Fig. 1: supply network
Pins as bars on the die edge.
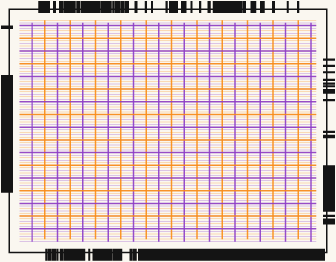
Fig. 2: placement by cell class
The bar under the picture is 100 um long.
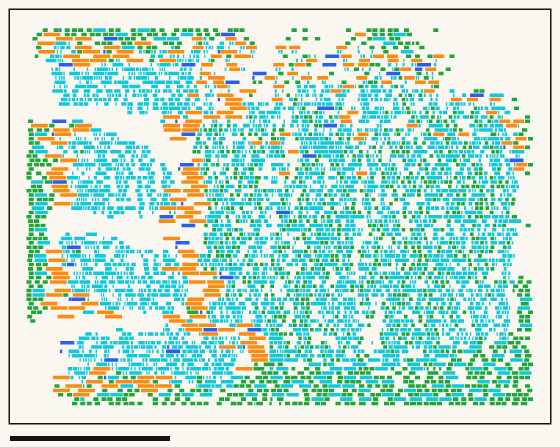
### config.mk
export PLATFORM = sky130hd
export DESIGN_NAME = chunk_head_pipe
export DESIGN_NICKNAME = d
export VERILOG_FILES = /design/src/rtl/chunk_head_pipe.sv
export SDC_FILE = /design/constraint.sdc
export NUM_CORES = 2
export LEC_CHECK = 0
export CORE_ASPECT_RATIO = 0.75
export CORE_MARGIN = 10
export CORE_UTILIZATION = 40
export CTS_CLUSTER_SIZE = 8
export DETAILED_ROUTE_END_ITERATION = 8
export GPL_ROUTABILITY_DRIVEN = 0
export PLACE_DENSITY_LB_ADDON = 0.2
export SETUP_SLACK_MARGIN = 0.4
export SLEW_MARGIN = 20
export SYNTH_ARGS = -nofsm -noshare
export SYNTH_HDL_FRONTEND = slang
export SYNTH_SLANG_ARGS = --single-unit
### constraint.sdc
create_clock -name i_clk -period 8.3 [get_ports i_clk]
set_input_delay 1.66 -clock i_clk [delete_from_list [all_inputs] [get_ports i_clk]]
set_output_delay 1.66 -clock i_clk [all_outputs]
set_load 0.02 [all_outputs]
### src/rtl/chunk_head_pipe.sv
// chunk_head_pipe: walks config ids [beg,end) per offset token and emits one scaled, shuffled
// memory-offset vector per id through ITER -> P1 -> P2. Define CHUNK_HEAD_CFG_MASK_EN to add i_cfg_mask.
module chunk_head_pipe #(
    parameter int WBW     = 16,
    parameter int N_CFG   = 4,
    parameter int VDIM    = 2,
    parameter int DIM     = 4,
    parameter int SF_BW   = 4,
    parameter int SS_BW   = 3,
    parameter int ICFG_BW = $clog2(N_CFG + 1),
    parameter int DIM_BW  = $clog2(DIM)
) (
    input  logic                          i_clk,
    input  logic                          i_rst,
    input  logic                          i_abofs_rdy,
    output logic                          i_abofs_ack,
    input  logic                          i_which,
    input  logic [WBW*VDIM-1:0]           i_bofs,
    input  logic [WBW*VDIM-1:0]           i_aofs,
    input  logic [ICFG_BW-1:0]            i_beg,
    input  logic [ICFG_BW-1:0]            i_end,
    input  logic [WBW*N_CFG*DIM-1:0]      i_global_mofs,
    input  logic [DIM_BW*N_CFG*VDIM-1:0]  i_bshufs,
    input  logic [DIM_BW*N_CFG*VDIM-1:0]  i_ashufs,
    input  logic [SF_BW*N_CFG*VDIM-1:0]   i_bstrides_frac,
    input  logic [SF_BW*N_CFG*VDIM-1:0]   i_astrides_frac,
    input  logic [SS_BW*N_CFG*VDIM-1:0]   i_bstrides_shamt,
    input  logic [SS_BW*N_CFG*VDIM-1:0]   i_astrides_shamt,
`ifdef CHUNK_HEAD_CFG_MASK_EN
    input  logic [N_CFG-1:0]              i_cfg_mask,
`endif
    output logic                          o_mofs_rdy,
    input  logic                          o_mofs_ack,
    output logic                          o_which,
    output logic [WBW*DIM-1:0]            o_mofs,
    output logic [ICFG_BW-1:0]            o_id,
    output logic                          o_last,
    output logic                          o_busy
);

    typedef enum logic {S_IDLE, S_RUN} state_t;

    logic [N_CFG-1:0] w_mask;
`ifdef CHUNK_HEAD_CFG_MASK_EN
    assign w_mask = i_cfg_mask;
`else
    assign w_mask = '1;
`endif

    // Returns {found, id}: lowest enabled id in [from, lim).
    function automatic logic [ICFG_BW:0] find_en(input logic [ICFG_BW-1:0] from,
                                                 input logic [ICFG_BW-1:0] lim,
                                                 input logic [N_CFG-1:0]   mask);
        logic [ICFG_BW:0] res;
        res = '0;
        for (int k = N_CFG - 1; k >= 0; k--) begin
            if (ICFG_BW'(k) >= from && ICFG_BW'(k) < lim && mask[k])
                res = {1'b1, ICFG_BW'(k)};
        end
        return res;
    endfunction

    state_t               r_state, w_state_nxt;
    logic [ICFG_BW-1:0]   r_id, w_id_nxt, r_end;
    logic                 r_which;
    logic [WBW*VDIM-1:0]  r_bofs, r_aofs;

    logic                 r_p1_vld, r_p1_which, r_p1_last;
    logic [ICFG_BW-1:0]   r_p1_id;
    logic [WBW*VDIM-1:0]  r_p1_bs, r_p1_as, w_bs, w_as;

    logic                 r_p2_vld, r_p2_which, r_p2_last;
    logic [ICFG_BW-1:0]   r_p2_id;
    logic [WBW*DIM-1:0]   r_p2_mofs, w_sum;

    logic                 w_p1_adv, w_p2_adv, w_issue, w_last, w_accept;
    logic [ICFG_BW:0]     w_first, w_succ;

    assign w_p2_adv    = !r_p2_vld || o_mofs_ack;
    assign w_p1_adv    = !r_p1_vld || w_p2_adv;
    assign w_first     = find_en(i_beg, i_end, w_mask);
    assign w_succ      = find_en(r_id + ICFG_BW'(1), r_end, w_mask);
    assign w_issue     = (r_state == S_RUN) && w_p1_adv;
    assign w_last      = !w_succ[ICFG_BW];
    // A new token may enter in the same cycle the previous token's last id leaves ITER.
    assign i_abofs_ack = i_abofs_rdy && !i_rst && ((r_state == S_IDLE) || (w_issue && w_last));
    assign w_accept    = i_abofs_ack;

    // NOTE: defaults first so every path assigns every output -- no latch inferred.
    always_comb begin
        w_state_nxt = r_state;
        w_id_nxt    = r_id;
        if (w_issue) begin
            if (w_last) w_state_nxt = S_IDLE;
            else        w_id_nxt    = w_succ[ICFG_BW-1:0];
        end
        if (w_accept) begin
            w_state_nxt = w_first[ICFG_BW] ? S_RUN : S_IDLE;
            w_id_nxt    = w_first[ICFG_BW-1:0];
        end
    end

    always_comb begin
        w_bs = '0;
        w_as = '0;
        for (int i = 0; i < VDIM; i++) begin
            w_bs[i*WBW +: WBW] = WBW'(r_bofs[i*WBW +: WBW]
                                 * WBW'(i_bstrides_frac[(int'(r_id)*VDIM + i)*SF_BW +: SF_BW]))
                                 << i_bstrides_shamt[(int'(r_id)*VDIM + i)*SS_BW +: SS_BW];
            w_as[i*WBW +: WBW] = WBW'(r_aofs[i*WBW +: WBW]
                                 * WBW'(i_astrides_frac[(int'(r_id)*VDIM + i)*SF_BW +: SF_BW]))
                                 << i_astrides_shamt[(int'(r_id)*VDIM + i)*SS_BW +: SS_BW];
        end
    end

    always_comb begin
        w_sum = '0;
        for (int d = 0; d < DIM; d++) begin
            w_sum[d*WBW +: WBW] = i_global_mofs[(int'(r_p1_id)*DIM + d)*WBW +: WBW];
            for (int i = 0; i < VDIM; i++) begin
                if (i_bshufs[(int'(r_p1_id)*VDIM + i)*DIM_BW +: DIM_BW] == DIM_BW'(d))
                    w_sum[d*WBW +: WBW] = w_sum[d*WBW +: WBW] + r_p1_bs[i*WBW +: WBW];
                if (i_ashufs[(int'(r_p1_id)*VDIM + i)*DIM_BW +: DIM_BW] == DIM_BW'(d))
                    w_sum[d*WBW +: WBW] = w_sum[d*WBW +: WBW] + r_p1_as[i*WBW +: WBW];
            end
        end
    end

    // NOTE: sequential state uses non-blocking assignments so every flop samples pre-edge values.
    always_ff @(posedge i_clk) begin
        if (i_rst) begin
            r_state    <= S_IDLE;
            r_id       <= '0;
            r_p1_vld   <= 1'b0;
            r_p2_vld   <= 1'b0;
            r_p2_which <= 1'b0;
            r_p2_id    <= '0;
            r_p2_last  <= 1'b0;
            r_p2_mofs  <= '0;
        end else begin
            r_state <= w_state_nxt;
            r_id    <= w_id_nxt;
            if (w_p1_adv) r_p1_vld <= w_issue;
            if (w_p2_adv) begin
                r_p2_vld <= r_p1_vld;
                if (r_p1_vld) begin
                    r_p2_which <= r_p1_which;
                    r_p2_id    <= r_p1_id;
                    r_p2_last  <= r_p1_last;
                    r_p2_mofs  <= w_sum;
                end
            end
        end
    end

    // NOTE: token and P1 payload registers carry no reset; their valid bits gate all use.
    always_ff @(posedge i_clk) begin
        if (w_accept) begin
            r_which <= i_which;
            r_bofs  <= i_bofs;
            r_aofs  <= i_aofs;
            r_end   <= i_end;
        end
        if (w_issue) begin
            r_p1_id    <= r_id;
            r_p1_which <= r_which;
            r_p1_last  <= w_last;
            r_p1_bs    <= w_bs;
            r_p1_as    <= w_as;
        end
    end

    assign o_mofs_rdy = r_p2_vld;
    assign o_which    = r_p2_which;
    assign o_mofs     = r_p2_mofs;
    assign o_id       = r_p2_id;
    assign o_last     = r_p2_last;
    assign o_busy     = (r_state == S_RUN) || r_p1_vld || r_p2_vld;

    a_legal_range : assert property (@(posedge i_clk) disable iff (i_rst)
        w_accept |-> (i_beg <= i_end && i_end <= ICFG_BW'(N_CFG)));

endmodule

==> run summary <==
The flow run is done. Fraction of power consumed by combinational cells landed at 0.739. By area, the class that comes first in the final layout consists of multi-input combinational cells. Chip area landed at 87560 um2. Post-synth the commonest register cell is edfxtp_1. Among all stages on the critical path, the maximum delay recorded is 530 ps.

Across all stage logs, warnings added up to 49. Per the final report, the share of cell area in clock cells is 0.02008. Along the worst hold path, the cell count comes to 0.

Area figure in the yosys stat output landed at 30410 um2. Non-filler instance count after layout landed at 5580. Per the CTS log, the maximum H-tree level is 1. Xor/xnor cell area share of the yosys netlist landed at 0.07210. Number of remaining DRC errors landed at 0. Number of sinks driven by the clock tree landed at 209. Total wire length landed at 112.3 mm. The most critical min-delay path falls under register to register. Floorplan core area landed at 75220 um2. Synthesized area per cell landed at 8.722 um2.

Post-place setup slack landed at -810.3 ps. Number of pins exceeding their max-slew limit in the final report landed at 0. In the power breakdown, the internal column shows 5.726 mW.

The register with the most flip-flops in the layout has 64 of them. Number of warnings printed during yosys synthesis landed at 0. In the final report, the number of endpoints failing setup comes to 0. In the synthesized netlist, the dominant kind of combinational cell is adder cells. Maximum fanout encountered on the critical timing path landed at 3. In this run the remaining antenna-violating nets after routing total 0. Part of the cycle the worst path needs landed at 0.9522. Register bit total from synthesis landed at 209.

Summed over all instances, the cell type with the most area after synthesis is edfxtp_1. Final design utilization landed at 0.5825. Worst setup margin landed at 396.4 ps. Power after layout landed at 9.977 mW.

The final layout contains a sequential cell count of 209. Total clock buffers created by CTS landed at 30. Of the total standard cell area in the layout, the multi-input combinational portion is 0.5741. Tracing the worst setup path back leads to its startpoint at i_global_mofs[35]. The synthesized netlist was found by Yosys to have 3486 cells.

Non-clock inverter instance count of the final layout landed at 205. Number of clock buffers in the layout landed at 51. The synthesis stats list as the most numerous cell nand2_1. Post-CTS setup buffer count landed at 35.

Looking at the reg2reg group, the worst path ends at o_mofs[47]$_SDFFE_PP0P_. The layout report lists the combined flip-flop and latch area as 5548 um2. Global-route wire length before repair landed at 169.7 mm. Of the cells placed in the final design, the portion with a size suffix greater than 1 is 0.2463. Height of the chip landed at 258.8 um.

TritonCTS built the clock tree. In this run the horizontal extent of the chip is 338.4 um. The tool flagged a number of max-cap violations equal to 0. Number of buffers outside the clock class in the layout landed at 1161.

Setup repair after global routing could not meet its margin everywhere. The run finished with clean final reports. For the pin with the worst max-slew slack, the measured transition is 1122 ps.

The synthesis run shows the most used standard cells to be nand2_1 (401), ha_1 (324), nor2_1 (260). The layout report lists the multi-input gate area as 25150 um2. Share of the yosys chip area belonging to registers landed at 0.1824. Looking at the hold checks, the worst path lands on r_p1_which$_DFFE_PP_.

Count of multi-input combinational gates landed at 2929. Sequential cells consume a total of 1.42 mW. Leaving out fill and tap cells, the most frequent cells in the layout are buf_4 (605), clkdlybuf4s50_1 (500), nand2_1 (395). Count of distinct cell types in the synthesized netlist landed at 89. The most critical setup path has its endpoint at o_mofs[47]$_SDFFE_PP0P_. Final layout net count landed at 5451. The critical path's slowest stage uses the library cell mux4_2. Number of resized instances in the post-cts repair step landed at 144. Looking at the worst setup and hold paths, the clock pins of their registers show a slew of 50 ps.

Post-synthesis cell count landed at 3486. The worst setup path is launched from an input pin. Arrival time at the worst endpoint landed at 8360 ps. Area fraction of the dominant cell type after synthesis landed at 0.1343. Insertion delay to the later sink of the worst-skew pair landed at 640 ps.

The tree is rooted in a clkbuf_16. Per the detail_route report, vias per standard cell equal 5.459. The floorplan report lists the tap cell count as 1023. Largest net degree at the start of global routing landed at 69. Once placement completed, the tool counted placed cells totaling 5461.

The worst pin sits at a relative slew slack of 0.2489. Register share of total power landed at 0.143. The report puts the hold buffer count at CTS at 0. In the post-synthesis netlist, the biggest area contributors are edfxtp_1 (13%), ha_1 (13%), fa_1 (7.6%). The fraction of final cell area spent on non-clock buffers in this run is 0.2324. The post-synth count of flops with an enable pin is 136. Timing would allow up to 126.5 MHz. Post-synthesis share of cell area spent on and, or, nand and nor gates landed at 0.1630.
-- Fig. 1 (at the start) --
- orange: VDD
- purple: VSS
- met5 straps: 17
- met4 straps: 23
- signal pins: 547
- rows: 87

-- Fig. 2 (at the start) --
- green: other buffers and delay cells (cells 1161)
- cyan: combinational and other logic (cells 3134)
- orange: flops (cells 209)
- blue: clock drivers and dummy loads (cells 52)

==> kinds of logic after synthesis <==
family                     count (synthesis)
xor gates and xnor gates                 244
muxes                                    280
and+or+nand+nor                         1075
buffers and inverters                    348
adders and majority gates                441
DFF                                      209
AOI/OAI and AO/OA                        888
other                                      1
==> per-layer routing <==
| metal | track usage | wire [um] | up-vias |
|---|---|---|---|
| met4 | 0.06257 | 2979 | 8 |
| met2 | 0.4047 | 52170 | 884 |
| met1 | 0.3210 | 49250 | 14520 |
| li1 | - | - | 14870 |
| met5 | 0 | 60 | - |
| met3 | 0.04719 | 7789 | 180 |
==> critical path: cells and delay by family <==
kind | cells | cell delay (ps)
simple gates | 6 | 1410
compound gates | 13 | 2170
fa+ha+maj | 4 | 1100
mux | 2 | 810
xor+xnor | 2 | 330
buf+inv | 4 | 890
Power and IR drop assume default switching activity.
